Fig. 1: run 1, sequential cells coloured by netlist name
(4 px per um) Other sequential cells in the stronger grey, the rest of the logic in the fainter grey.
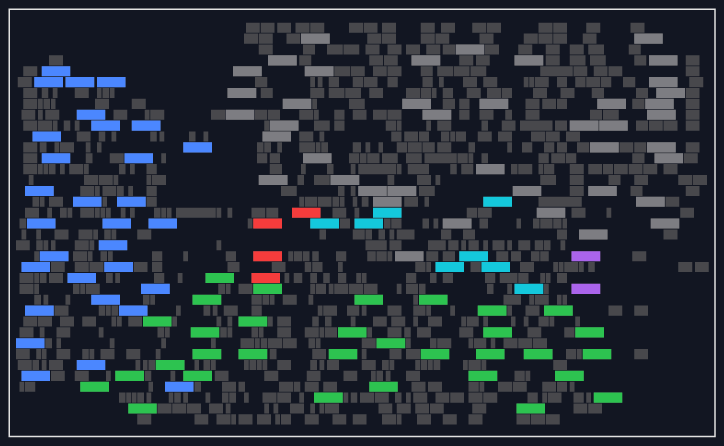
Fig. 2: run 1, routing congestion
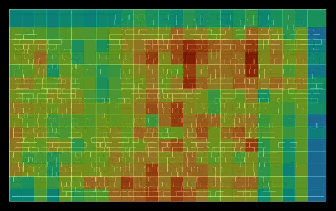
Fig. 3: run 1, layout detail
Window x 68 to 108, y 55 to 95 um. Cells in grey, sequential cells in the stronger grey; small squares are vias.
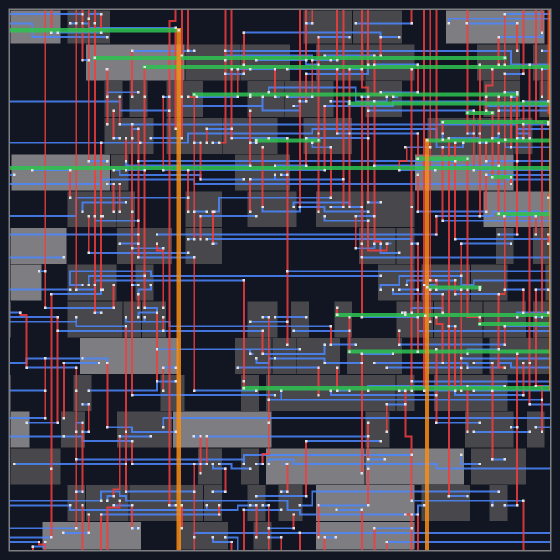
Fig. 4: run 1, met2 routing
(2 px per um)
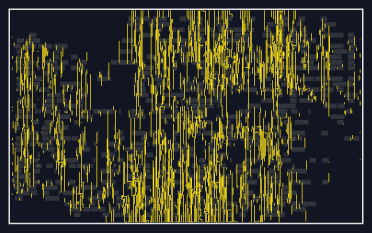
**config.mk**
```make
export PLATFORM = sky130hd
export DESIGN_NAME = arm7tdmi_lsu
export DESIGN_NICKNAME = d
export VERILOG_FILES = /design/src/rtl/arm7tdmi_lsu.sv
export SDC_FILE = /design/constraint.sdc
export NUM_CORES = 1
export LEC_CHECK = 0
export CAP_MARGIN = 30
export CORE_ASPECT_RATIO = 0.6
export CORE_UTILIZATION = 30
export CTS_BUF_LIST = sky130_fd_sc_hd__clkbuf_4
export DETAILED_ROUTE_END_ITERATION = 8
export GPL_TIMING_DRIVEN = 0
export PLACE_DENSITY = 0.59
export SYNTH_ARGS = -nofsm -noshare
export SYNTH_HDL_FRONTEND = slang
export SYNTH_SLANG_ARGS = --single-unit
```
**constraint.sdc**
```tcl
create_clock -name clk -period 4.35 [get_ports clk]
set_input_delay 0.87 -clock clk [delete_from_list [all_inputs] [get_ports clk]]
set_output_delay 0.87 -clock clk [all_outputs]
set_load 0.1 [all_outputs]
```
**src/rtl/arm7tdmi_lsu.sv**
```systemverilog
// ARM7TDMI-style load/store unit: a single outstanding data access with byte-lane
// steering, load extension/rotation and a bounded wait for mem_ready.
module arm7tdmi_lsu #(
    parameter int TIMEOUT_CYCLES = 255
) (
    input  logic        clk,
    input  logic        rst,
    input  logic        req_valid,
    output logic        req_ready,
    input  logic        req_write,
    input  logic [1:0]  req_size,
    input  logic        req_signed,
    input  logic [31:0] req_addr,
    input  logic [31:0] req_wdata,
    output logic        rsp_valid,
    output logic [31:0] rsp_rdata,
    output logic        rsp_err,
    output logic [31:0] mem_addr,
    output logic [31:0] mem_wdata,
    input  logic [31:0] mem_rdata,
    output logic        mem_we,
    output logic        mem_re,
    output logic [3:0]  mem_be,
    input  logic        mem_ready
);

    // state  | meaning
    // IDLE   | ready for a request
    // ACCESS | strobes driven, waiting for mem_ready or timeout
    // RESP   | one-cycle response pulse
    typedef enum logic [1:0] {S_IDLE, S_ACCESS, S_RESP} state_e;

    localparam int CW = (TIMEOUT_CYCLES > 1) ? $clog2(TIMEOUT_CYCLES) : 1;
    localparam logic [CW-1:0] CNT_LOAD = CW'(TIMEOUT_CYCLES - 1);

    state_e        state_q, state_d;
    logic [CW-1:0] cnt_q, cnt_d;
    logic          write_q, write_d;
    logic [1:0]    size_q, size_d;
    logic          signed_q, signed_d;
    logic [1:0]    off_q, off_d;
    logic          mem_re_q, mem_re_d;
    logic          mem_we_q, mem_we_d;
    logic [3:0]    mem_be_q, mem_be_d;
    logic [31:0]   mem_addr_q, mem_addr_d;
    logic [31:0]   mem_wdata_q, mem_wdata_d;
    logic          rsp_valid_q, rsp_valid_d;
    logic          rsp_err_q, rsp_err_d;
    logic [31:0]   rsp_rdata_q, rsp_rdata_d;

    function automatic logic [3:0] be_for(input logic [1:0] size, input logic [1:0] off);
        case (size)
            2'b00:   be_for = 4'b0001 << off;
            2'b01:   be_for = off[1] ? 4'b1100 : 4'b0011;
            default: be_for = 4'b1111;
        endcase
    endfunction

    function automatic logic [31:0] wdata_for(input logic [1:0] size, input logic [31:0] w);
        case (size)
            2'b00:   wdata_for = {4{w[7:0]}};
            2'b01:   wdata_for = {2{w[15:0]}};
            default: wdata_for = w;
        endcase
    endfunction

    // Rotating by the byte offset puts the addressed byte lane at bit 0, which
    // doubles as the ARM7 unaligned word-load result.
    function automatic logic [31:0] load_fmt(input logic [1:0] size, input logic sgn,
                                             input logic [1:0] off, input logic [31:0] rd);
        logic [31:0] rot;
        logic [15:0] h;
        case (off)
            2'd0:    rot = rd;
            2'd1:    rot = {rd[7:0],  rd[31:8]};
            2'd2:    rot = {rd[15:0], rd[31:16]};
            default: rot = {rd[23:0], rd[31:24]};
        endcase
        h = off[1] ? rd[31:16] : rd[15:0];
        case (size)
            2'b00:   load_fmt = {{24{sgn & rot[7]}}, rot[7:0]};
            2'b01:   load_fmt = {{16{sgn & h[15]}}, h};
            default: load_fmt = rot;
        endcase
    endfunction

    always_comb begin
        state_d     = state_q;
        cnt_d       = cnt_q;
        write_d     = write_q;
        size_d      = size_q;
        signed_d    = signed_q;
        off_d       = off_q;
        mem_re_d    = mem_re_q;
        mem_we_d    = mem_we_q;
        mem_be_d    = mem_be_q;
        mem_addr_d  = mem_addr_q;
        mem_wdata_d = mem_wdata_q;
        rsp_valid_d = 1'b0;
        rsp_err_d   = rsp_err_q;
        rsp_rdata_d = rsp_rdata_q;
        case (state_q)
            S_IDLE: begin
                if (req_valid) begin
                    state_d     = S_ACCESS;
                    cnt_d       = CNT_LOAD;
                    write_d     = req_write;
                    size_d      = req_size;
                    signed_d    = req_signed;
                    off_d       = req_addr[1:0];
                    mem_re_d    = !req_write;
                    mem_we_d    = req_write;
                    mem_be_d    = be_for(req_size, req_addr[1:0]);
                    mem_addr_d  = {req_addr[31:2], 2'b00};
                    mem_wdata_d = wdata_for(req_size, req_wdata);
                end
            end
            S_ACCESS: begin
                if (mem_ready || cnt_q == '0) begin
                    state_d     = S_RESP;
                    rsp_valid_d = 1'b1;
                    rsp_err_d   = !mem_ready;
                    rsp_rdata_d = (mem_ready && !write_q)
                                  ? load_fmt(size_q, signed_q, off_q, mem_rdata) : 32'h0;
                    mem_re_d    = 1'b0;
                    mem_we_d    = 1'b0;
                    mem_be_d    = 4'b0000;
                end else begin
                    cnt_d = cnt_q - 1'b1;
                end
            end
            S_RESP:  state_d = S_IDLE;
            default: state_d = S_IDLE;
        endcase
    end

    always_ff @(posedge clk) begin
        if (rst) begin
            state_q     <= S_IDLE;
            cnt_q       <= '0;
            write_q     <= 1'b0;
            size_q      <= 2'b00;
            signed_q    <= 1'b0;
            off_q       <= 2'b00;
            mem_re_q    <= 1'b0;
            mem_we_q    <= 1'b0;
            mem_be_q    <= 4'b0000;
            mem_addr_q  <= 32'h0;
            mem_wdata_q <= 32'h0;
            rsp_valid_q <= 1'b0;
            rsp_err_q   <= 1'b0;
            rsp_rdata_q <= 32'h0;
        end else begin
            state_q     <= state_d;
            cnt_q       <= cnt_d;
            write_q     <= write_d;
            size_q      <= size_d;
            signed_q    <= signed_d;
            off_q       <= off_d;
            mem_re_q    <= mem_re_d;
            mem_we_q    <= mem_we_d;
            mem_be_q    <= mem_be_d;
            mem_addr_q  <= mem_addr_d;
            mem_wdata_q <= mem_wdata_d;
            rsp_valid_q <= rsp_valid_d;
            rsp_err_q   <= rsp_err_d;
            rsp_rdata_q <= rsp_rdata_d;
        end
    end

    assign req_ready = (state_q == S_IDLE) && !rst;
    assign rsp_valid = rsp_valid_q;
    assign rsp_err   = rsp_err_q;
    assign rsp_rdata = rsp_rdata_q;
    assign mem_re    = mem_re_q;
    assign mem_we    = mem_we_q;
    assign mem_be    = mem_be_q;
    assign mem_addr  = mem_addr_q;
    assign mem_wdata = mem_wdata_q;

endmodule

```
==> results_dict.tcl, run 1 <==
# metrics dict for downstream scripts
set metrics [dict create \
    status "complete, no violations" \
    async_flop_share_pct 0 \
    yosysWarningCount 0 \
    crit_buf_inv 3 \
    cts-root-buf "clkbuf_4" \
    powerSeq_uw 1190 \
    synth-seq-cells 118 \
    startpoint_type "primary input" \
    relSlewSlack_pct 31.60 \
    cts_resized 0 \
    ant_nets 0 \
    crit_fanout 10 \
    r2r_start "state_q[0]$_SDFFE_PP0P_" \
    setup_violations 0 \
    fin_skew_ns 0.02877 \
    post_cts_buffers 0 \
    rsz0062_at_grt "false" \
    syn_inst 613 \
    clk_pin_slew_ns 0.12 \
    reg2reg_depth 5 \
    ys.flop_type "dfxtp_1" \
    die-width_um 176.1 \
    switchingPower_uw 1218 \
    design_area_um2 8077 \
    min_path_type "reg -> reg" \
    cpPeakStageDelay_ns 1.18 \
    fin_cells 1085 \
    fillerInstances 1760 \
    syn2layout_area_growth_pct 48.12 \
    yosys-stat-cells 613 \
    ys_sh_aoi_pct 21.96 \
    r2r_end "rsp_rdata[22]$_SDFFE_PP0P_" \
    syn_area_per_cell_um2 8.895 \
    crit_type "in -> out" \
    top_area_share_pct 43.32 \
    die_y_um 106.4 \
    route.met3.wl_um 1717 \
    num_rows 37 \
    fp_util_pct 31.24 \
    min_period_ns 3.703 \
    logic_area_um2 2829 \
    io_buffer_count 204 \
    seq_cell_count 118 \
    crit_start "rst" \
    drv_cap 0 \
    gp_congestion 0.8581 \
    nWellTaps 234 \
    cts_tree "built" \
    use_met3_pct 5.830 \
    dpl-instance-area_um2 7819 \
    largestClassByArea "logic gates" \
    fin_hold_ws_ns 0.4618 \
    buffer_area_share_pct 28.72 \
    drt_iter0_markers 380 \
    highest_layer "met4" \
    syn-cell-area_um2 5453 \
    ys_seq_share_pct 43.32 \
    worstMarginPinSlew_ns 1.023 \
    cp_common_cell "clkbuf_1" \
    hold_end "mem_addr[13]$_SDFFE_PP0P_" \
    drt_pre_antenna_iters 5 \
    overflow 0 \
    cpMaxStageDelayCell "clkdlybuf4s50_1" \
    yosysMostFrequentCell "nand2_1" \
    fa_ha_area_share_pct 0.4589 \
    grt_pass1_wl_um 30880 \
    clock_power_share_pct 25.7 \
    synthTopCellsByCount "134 x nand2_1, 118 x dfxtp_1, 59 x a21oi_1" \
    finalCritPeriodShare_pct 85.13 \
    cts_max_level 4 \
    crit_end "req_ready" \
    core_area_um2 17450 \
    topCombFamilyByArea "AND-OR/OR-AND gates" \
    cp.depth 4 \
    path_delay_family "buffers and inverters" \
    drive_above_1_share_pct 8.108 \
    final_hold_viol_count 0 \
    clock_area_share_pct 3.191 \
    dp_hpwl_um 14970 \
    p_per_area_nw_per_um2 366.2 \
]
-- Fig. 1 (at the start) --
[red] `mem_be` | placed flops: 4
[purple] `state_q` | placed flops: 2
[blue] `mem_addr` | placed flops: 30 | where: a vertical strip on the left
[cyan] `cnt_q` | placed flops: 8
[green] `mem_wdata` | placed flops: 32
Register Area: 2362 um2
sequential portion of the cell area: 29.25%

-- Fig. 2 (at the start) --
M2 GR Usage: 28.97%
final core utilization: 46.28%
per-cell routed wire length: 18.30 um
GRT busiest layer: met1
met1 Track Usage GR: 33.08%

-- Fig. 3 (at the start) --
[green] met3
[blue] met1
[red] met2
[orange] met4
sequential cells in the window: 14
most frequent: nand2_1 (17), dfxtp_1 (14), mux2i_1 (11)
cells with their middle in the window: 96
netlist names of flops here include: `rsp_rdata` (7), `off_q` (2), `size_q` (2)

-- Fig. 4 (at the start) --
share of all routed wire: 39%
main direction: vertical
nets with wire on the layer: 751
longest straight run: 48.6 um
vias: 5,454
total routed wirelength: 19,860 um

==> run 1 -> run 2 <==
--- a/config.mk
+++ b/config.mk
@@ -11,7 +11,8 @@
 export CTS_BUF_LIST = sky130_fd_sc_hd__clkbuf_4
 export DETAILED_ROUTE_END_ITERATION = 8
 export GPL_TIMING_DRIVEN = 0
-export PLACE_DENSITY = 0.59
+export PLACE_DENSITY = 0.62
 export SYNTH_ARGS = -nofsm -noshare
 export SYNTH_HDL_FRONTEND = slang
 export SYNTH_SLANG_ARGS = --single-unit
+export TNS_END_PERCENT = 100
==> constraint.sdc (replaced) <==
create_clock -name clk -period 3.2 [get_ports clk]
set_input_delay 0.64 -clock clk [delete_from_list [all_inputs] [get_ports clk]]
set_output_delay 0.64 -clock clk [all_outputs]
set_load 0.1 [all_outputs]
==> results_dict.tcl, run 2 <==
# metrics dict for downstream scripts
set metrics [dict create \
    rsz0062_at_grt "false" \
    syn-cell-area_um2 5453 \
    clock_area_share_pct 3.234 \
    syn2layout_area_growth_pct 48.28 \
    top_area_share_pct 43.32 \
    setup_violations 0 \
    dp_hpwl_um 14770 \
    largestClassByArea "logic gates" \
    switchingPower_uw 1638 \
    design_area_um2 8085 \
    fillerInstances 1685 \
    io_buffer_count 204 \
    ant_nets 0 \
    syn_inst 613 \
    r2r_end "rsp_rdata[31]$_SDFFE_PP0P_" \
    synthTopCellsByCount "134 x nand2_1, 118 x dfxtp_1, 59 x a21oi_1" \
    cts-root-buf "clkbuf_4" \
    grt_pass1_wl_um 29470 \
    seq_share_pct 29.22 \
    vias 5375 \
    crit_end "req_ready" \
    cp_common_cell "clkbuf_1" \
    core_area_um2 17450 \
    cts_max_level 4 \
    cts_resized 0 \
    crit_buf_inv 3 \
    post_cts_buffers 0 \
    startpoint_type "primary input" \
    relSlewSlack_pct 30.21 \
    fin_hold_ws_ns 0.4587 \
    flop_area_um2 2362 \
    routed_wl_um 19170 \
    cpMaxStageDelayCell "clkdlybuf4s50_1" \
    yosys-stat-cells 613 \
    cpPeakStageDelay_ns 1.17 \
    clock_power_share_pct 25.5 \
    crit_type "in -> out" \
    ys_seq_share_pct 43.32 \
    final_hold_viol_count 0 \
    syn_area_per_cell_um2 8.895 \
    die_y_um 106.4 \
    overflow 0 \
    clk_pin_slew_ns 0.10 \
    cp.depth 4 \
    worstMarginPinSlew_ns 1.044 \
    async_flop_share_pct 0 \
    fin_util_pct 46.33 \
    highest_layer "met4" \
    grt_most_used_layer "met1" \
    grtUsageMet1_pct 30.66 \
    status "complete, no violations" \
    fp_util_pct 31.24 \
    dpl-instance-area_um2 7824 \
    hold_end "mem_wdata[3]$_SDFFE_PP0P_" \
    min_path_type "reg -> reg" \
    buffer_area_share_pct 28.69 \
    fa_ha_area_share_pct 0.4589 \
    drv_cap 0 \
]
Fig. 5: run 2, gate families picked out
(4 px per um)
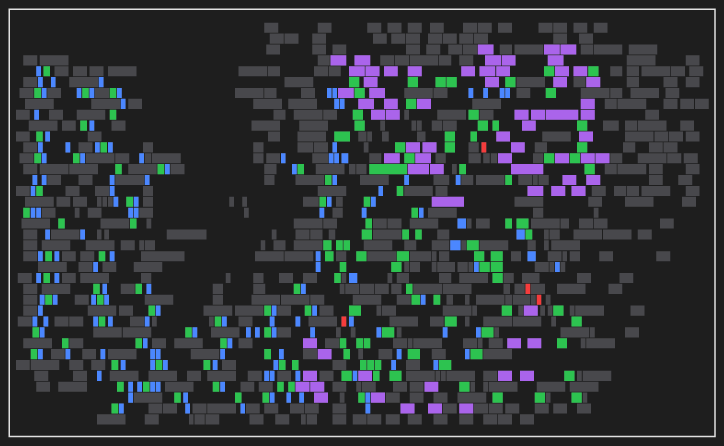
[green] inverting AOI/OAI gates | cells: 139 | where: all over the die
[purple] multiplexers | cells: 71
[red] inverters | cells: 4
[blue] NAND gates | cells: 140

Fig. 6: run 2, met2 routing
(2 px per um)
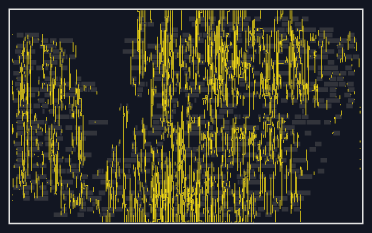
wire length on this layer: 7,420 um
longest straight run: 45.4 um
share of all routed wire: 39%

